Fig. 1: clock distribution
Scale: 4 px per um.
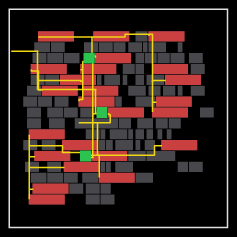
Fig. 2: layout detail
Window x 31 to 51, y 4 to 24 um. Cells in gray, sequential cells in the stronger gray; small squares are vias.
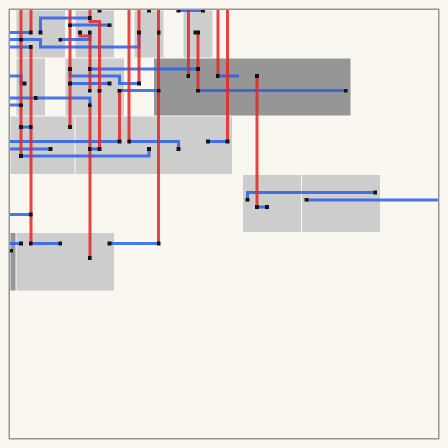
Fig. 3: sequential cells colored by netlist name
Scale: 8 px per um. Other sequential cells in the stronger gray, the rest of the logic in the fainter gray.
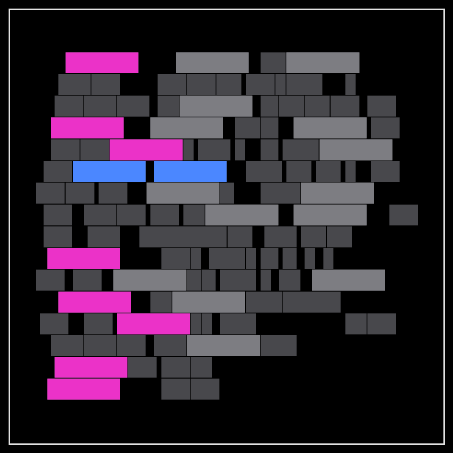
Fig. 4: wiring by layer
Scale: 6 px per um.
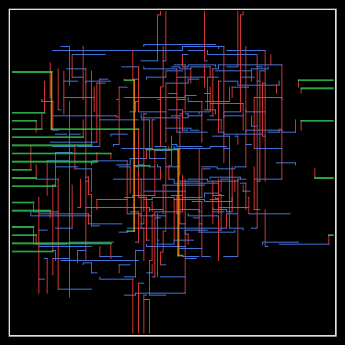
Fig. 5: track usage over the die
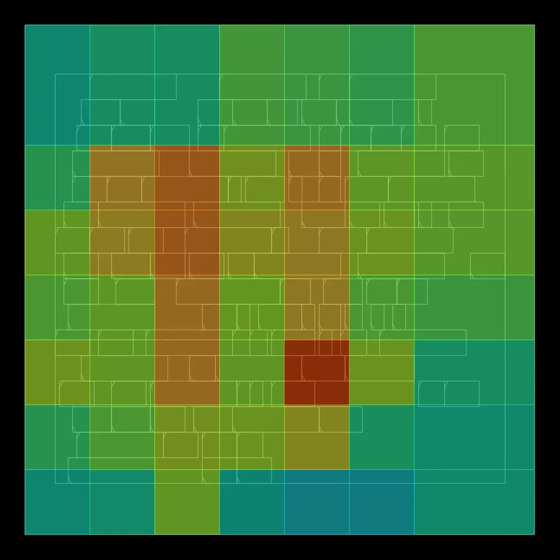
### config.mk
export PLATFORM = sky130hd
export DESIGN_NAME = pulse_hs_rx
export DESIGN_NICKNAME = d
export VERILOG_FILES = /design/src/rtl/pulse_hs_rx_pkg.sv /design/src/rtl/pulse_hs_rx_bit_sync_chain.sv /design/src/rtl/pulse_hs_rx.sv
export SDC_FILE = /design/constraint.sdc
export NUM_CORES = 1
export LEC_CHECK = 0
export CORE_MARGIN = 3
export CORE_UTILIZATION = 45
export DETAILED_ROUTE_END_ITERATION = 7
export GPL_ROUTABILITY_DRIVEN = 0
export PLACE_DENSITY = 0.85
export SETUP_SLACK_MARGIN = 0.15
export SLEW_MARGIN = 20
export SYNTH_ARGS = -nofsm -noshare
export SYNTH_HDL_FRONTEND = slang
export SYNTH_SLANG_ARGS = --single-unit
### constraint.sdc
create_clock -name clk -period 2 [get_ports clk]
set_input_delay 0.4 -clock clk [delete_from_list [all_inputs] [get_ports clk]]
set_output_delay 0.4 -clock clk [all_outputs]
set_load 0.02 [all_outputs]
### src/rtl/pulse_hs_rx_pkg.sv
// Shared definitions for the 4-phase handshake responder.
package pulse_hs_rx_pkg;

  typedef enum logic [1:0] {
    ST_IDLE  = 2'd0,
    ST_VALID = 2'd1,
    ST_ACK   = 2'd2
  } state_e;

  localparam int unsigned SYNC_STAGES_MIN = 2;

endpackage

### src/rtl/pulse_hs_rx_bit_sync_chain.sv
// Single-bit multi-flop synchronizer, asynchronously cleared to 0.
module bit_sync_chain
  import pulse_hs_rx_pkg::*;
#(
  parameter int unsigned STAGES = 2
) (
  input  logic clk,
  input  logic rst_n,
  input  logic d_i,
  output logic q_o
);

  if (STAGES < SYNC_STAGES_MIN) begin : g_bad_stages
    $error("bit_sync_chain: STAGES must be at least 2");
  end

  (* ASYNC_REG = "TRUE" *) logic [STAGES-1:0] sync_q;

  // Shift the asynchronous level through the synchronizer flops.
  always_ff @(posedge clk or negedge rst_n) begin
    if (!rst_n) begin
      sync_q <= {STAGES{1'b0}};
    end else begin
      sync_q <= {sync_q[STAGES-2:0], d_i};
    end
  end

  assign q_o = sync_q[STAGES-1];

endmodule

### src/rtl/pulse_hs_rx.sv
// Responder side of a 4-phase req/ack CDC handshake: captures the word sent
// with req, offers it once on valid/ready, then acknowledges back.
module pulse_hs_rx
  import pulse_hs_rx_pkg::*;
#(
  parameter int unsigned DW          = 8,
  parameter int unsigned SYNC_STAGES = 2,
  parameter int unsigned CNT_W       = 8
) (
  input  logic             clk,
  input  logic             rst_n,
  input  logic             req_async,
  input  logic [DW-1:0]    data_async,
  input  logic             out_ready,
  output logic             out_valid,
  output logic [DW-1:0]    out_data,
  output logic             ack,
  output logic [CNT_W-1:0] xfer_cnt,
  output logic             proto_err
);

  logic             req_s;
  state_e           state_q,     state_d;
  logic             valid_q,     valid_d;
  logic [DW-1:0]    data_q,      data_d;
  logic             ack_q,       ack_d;
  logic [CNT_W-1:0] cnt_q,       cnt_d;
  logic             perr_q,      perr_d;
  logic             err_seen_q,  err_seen_d;

  bit_sync_chain #(.STAGES(SYNC_STAGES)) u_req_sync (
    .clk   (clk),
    .rst_n (rst_n),
    .d_i   (req_async),
    .q_o   (req_s)
  );

  // Next-state and registered-output decode of the handshake FSM.
  always_comb begin
    state_d    = state_q;
    valid_d    = valid_q;
    data_d     = data_q;
    ack_d      = ack_q;
    cnt_d      = cnt_q;
    perr_d     = 1'b0;
    err_seen_d = err_seen_q;
    case (state_q)
      ST_IDLE: begin
        ack_d      = 1'b0;
        err_seen_d = 1'b0;
        // data_async is quasi-static here: the sender holds it until it sees ack.
        if (req_s) begin
          data_d  = data_async;
          valid_d = 1'b1;
          state_d = ST_VALID;
        end else begin
          valid_d = 1'b0;
          state_d = ST_IDLE;
        end
      end
      ST_VALID: begin
        if (!req_s && !err_seen_q) begin
          perr_d     = 1'b1;
          err_seen_d = 1'b1;
        end else begin
          perr_d     = 1'b0;
        end
        if (valid_q && out_ready) begin
          valid_d = 1'b0;
          ack_d   = 1'b1;
          state_d = ST_ACK;
        end else begin
          state_d = ST_VALID;
        end
      end
      ST_ACK: begin
        valid_d = 1'b0;
        if (!req_s) begin
          ack_d   = 1'b0;
          cnt_d   = cnt_q + CNT_W'(1);
          state_d = ST_IDLE;
        end else begin
          ack_d   = 1'b1;
          state_d = ST_ACK;
        end
      end
      default: begin
        valid_d = 1'b0;
        ack_d   = 1'b0;
        state_d = ST_IDLE;
      end
    endcase
  end

  // State and output registers.
  always_ff @(posedge clk or negedge rst_n) begin
    if (!rst_n) begin
      state_q    <= ST_IDLE;
      valid_q    <= 1'b0;
      data_q     <= {DW{1'b0}};
      ack_q      <= 1'b0;
      cnt_q      <= {CNT_W{1'b0}};
      perr_q     <= 1'b0;
      err_seen_q <= 1'b0;
    end else begin
      state_q    <= state_d;
      valid_q    <= valid_d;
      data_q     <= data_d;
      ack_q      <= ack_d;
      cnt_q      <= cnt_d;
      perr_q     <= perr_d;
      err_seen_q <= err_seen_d;
    end
  end

  assign out_valid = valid_q;
  assign out_data  = data_q;
  assign ack       = ack_q;
  assign xfer_cnt  = cnt_q;
  assign proto_err = perr_q;

endmodule

==> results.cfg <==
; physical design summary
[sta]
slew_headroom_pct = 79.0
hold_viol = 0
setup-violations-final = 0
fin_crit_sh_pct = 88.2
slew_violations = 0

[global_routing]
grt-ovfl-total = 0
grt_max_degree = 25
antenna_found_initial = 0

[routing]
drc_errors = 0
dr_wl_met2_um = 987
routed_via_density = 5.02

[critical_path]
r2r-start = state_q[0]
crit_slowest_cell = clkdlybuf4s50_1
cp_num_buf_inv = 1
cp_cell_sequence = clkdlybuf4s50_1
crit_family = buffers and inverters
r2r_setup_slack_ns = 0.51
required_ns = 1.60

[logic_synthesis]
synth_top_cell_by_area = dfrtp_1
yosys_cells = 77
synth_xor_xnor_area_share_pct = 5.87
flop_cell = dfrtp_1
ys_sh_aoi_pct = 3.83
synth_cell_type_count = 24
fa_ha_area_share_pct = 7.19

[job]
maxCapViolCount = 0
warning_count = 30

[cts]
clk_pin_slew_ns = 0.12
root_buffer = clkbuf_4
post_cts_resized = 0

[finish]
diodes = 0
instances_no_fill = 139
finalNetCount = 131

[power]
powerDensity_nw_per_um2 = 633
power-top-group = registers
p_switching_mw = 0.175
comb_cell_power_mw = 0.0697

[min_path]
min_to = u_req_sync.sync_q[1]
hold_depth = 0

[status]
status = complete, no violations

[die]
die_x_um = 54.2
fp_util_pct = 50.2
coreArea_um2 = 2080
num_io_pins = 31
About Fig. 1:
[clock wires] yellow | length: 250 um
[clock-net drivers] green | count: 3
[flip-flops] red | count: 24
routed clock nets: 4
Setup Skew: 0.00392 ns
Late-Pin Clk Latency: 0.31 ns

About Fig. 2:
[M1] blue
[M2] red
netlist names of flops here include: err_seen_q (1)
most frequent: inv_1 (2), ha_1 (2)
sequential cells in the window: 1
cells with their middle in the window: 12

About Fig. 3:
[out_data] magenta | flops: 8
[u_req_sync.sync_q] blue | flops: 2
not colored: 14
Seq area share: 41.6%
seq pwr: 0.502 mW
Sequential cell area: 601 um^2
final core occ: 69.4%

About Fig. 4:
[M3] green | wire length: 176 um
[M2] red | wire length: 988 um
[M1] blue | wire length: 779 um
[M4] orange | wire length: 52.4 um

About Fig. 5:
WL per Instance: 14.3 um
met3 GRT Util: 6.37%
Total Routing Usage GR: 16.6%
met2 usage: 27.3%

[sequential cells by signal (all words and copies together) (netlist names)]
register           flops
ack                    1
err_seen_q             1
out_data               8
out_valid              1
proto_err              1
state_q                2
u_req_sync.sync_q      2
xfer_cnt               8
[metrics by stage]
step                      setup slack (ns)  instance area, um^2  total power, mW
after floorplan                      0.635                 1040            0.531
after global placement               0.577                 1390            0.581
after detailed placement             0.528                 1390            0.583
after CTS                            0.193                 1440            0.928
after global routing                 0.163                 1440            0.955
final                                0.236                 1440            0.914
[layout make-up]
type | count | area [um^2]
Fill cell | 167 | 638
Clock buffer | 3 | 22.5
Inverter | 4 | 15.0
Sequential cell | 24 | 601
Timing Repair Buffer | 31 | 313
Clock inverter | 1 | 30.0
Tap cell | 27 | 33.8
Multi-Input combinational cell | 49 | 429
Power and IR drop assume default switching activity.
